==> config.mk <==
export PLATFORM = sky130hd
export DESIGN_NAME = serial_adder_ctrl_flat
export DESIGN_NICKNAME = d
export VERILOG_FILES = /design/src/rtl/serial_adder_if.sv /design/src/rtl/serial_adder_ctrl.sv /design/src/flat_wrapper.sv
export SDC_FILE = /design/constraint.sdc
export NUM_CORES = 1
export LEC_CHECK = 0
export ABC_AREA = 1
export CAP_MARGIN = 30
export CORE_ASPECT_RATIO = 0.8
export CORE_MARGIN = 2
export CORE_UTILIZATION = 54
export DETAILED_ROUTE_END_ITERATION = 8
export PLACE_DENSITY = 0.9
export SLEW_MARGIN = 10
export SYNTH_ARGS = -nofsm -noshare
export SYNTH_HDL_FRONTEND = slang
export SYNTH_SLANG_ARGS = --single-unit
==> constraint.sdc <==
create_clock -name clk -period 2.25 [get_ports clk]
set_clock_uncertainty 0.05 [all_clocks]
set_input_delay 0.225 -clock clk [delete_from_list [all_inputs] [get_ports clk]]
set_output_delay 0.225 -clock clk [all_outputs]
set_load 0.1 [all_outputs]
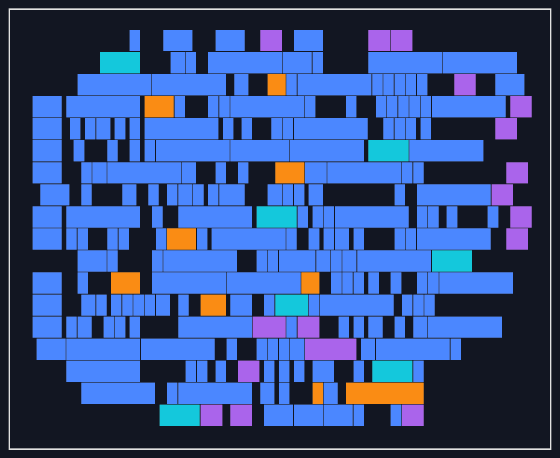
**Above:** cell sizes after repair.
| color | size | cells | share | most used |
|---|---|---|---|---|
| orange | _2 cells | 9 | 3.9% | nand3_2 |
| purple | _3 and _4 cells | 17 | 7.3% | buf_4 |
| cyan | _6 and larger | 7 | 3.0% | clkbuf_8 |
| blue | _0 and _1 cells | 200 | 86% | nand2_1 |
Non-clk bufs: 36
final instance area: 0.00209 mm²
Syn-to-layout area delta: 23.2%
Final WS setup: 585 ps

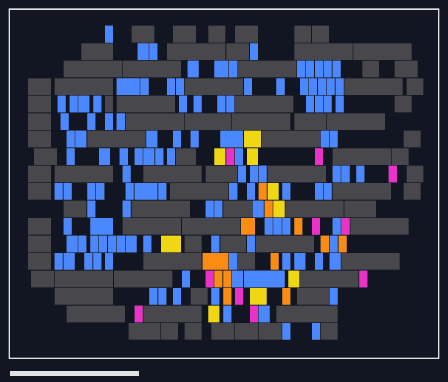
**Above:** logic cells by family.
The bar under the picture is 20 µm long.
| color | family | cells |
|---|---|---|
| blue | NAND gates | 118 |
| magenta | inverters | 10 |
| yellow | inverting AOI/OAI gates | 9 |
| orange | NOR gates | 12 |
commonest non-fill, non-tap cell in the layout: nand2_1
fraction of area in multi-input gates: 0.317

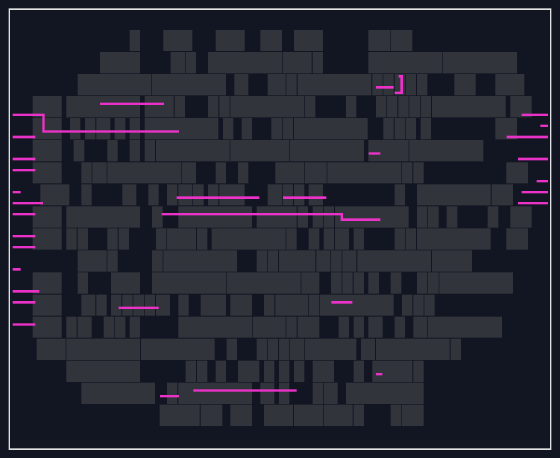
**Above:** met3 routing.
wire length on this layer: 147 µm
main direction: horizontal
Vias: 1354
DRT Wirelength: 3.23 mm
met3 usage: 0.0565

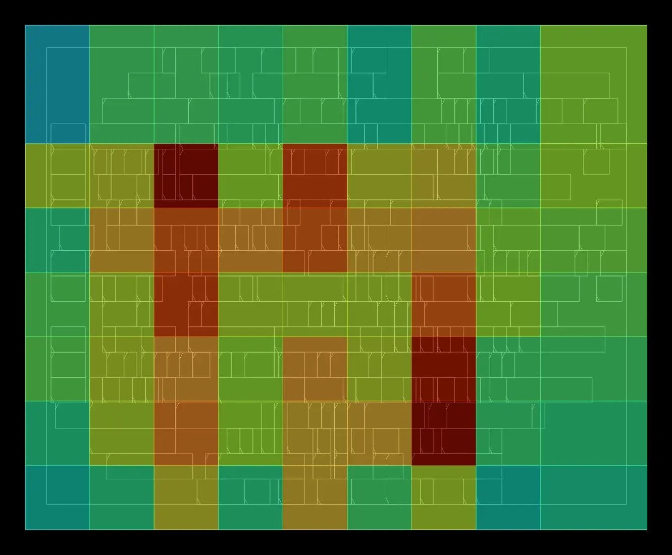
**Above:** routing congestion.
gr busiest metal: met2
fin util: 0.686
WL per Instance: 11.8 µm
met1 Usage GRT: 0.271
Total GRT Usage: 0.210

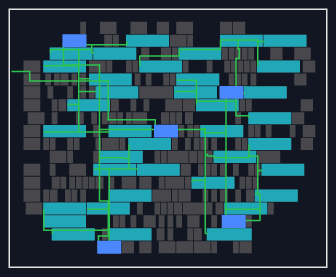
**Above:** clock wires, drivers and flops.
[green] clock wires | length: 433 µm
[blue] clock drivers | count: 5
[cyan] flip-flops | count: 37
routed clock nets: 6
flops lie: widely spread
Late-Pin Clk Latency: 290 ps
Clock power frac: 0.144
Clock group: 0.000461 W

==> qor.txt <==
Num CTS Buffers - 5
Post-Layout Cell Count - 273
Power Sequential - 0.00112 W
Fin nets - 256
Delay-heaviest family, CP - simple AND/OR/NAND/NOR gates
Fin crit share - 0.740
Tool warnings - 26
Chip area in the Yosys report - 0.00169 mm²
Leak pwr - 1.06 nW
Tapcells - 40
Yosys warning count - 0
Clk sinks - 37
Share of layout cells above drive strength 1 - 0.142
Outcome - complete, no violations
Hold_buf cts - 0
Synth top area share - 0.532
Total power - 0.00320 W
Largest class - flip-flops and latches
Met2 Wirelength - 1.47 mm
Combinational share of power - 0.508
DIE HEIGHT - 54.1 µm
Top power group - combinational logic
Met3 wire len - 147 µm
Sw Ratio - 0.506
Crit start category - register
Clock root cell - clkbuf_8
No activity file was given, so power comes from the tool's default toggle rates.
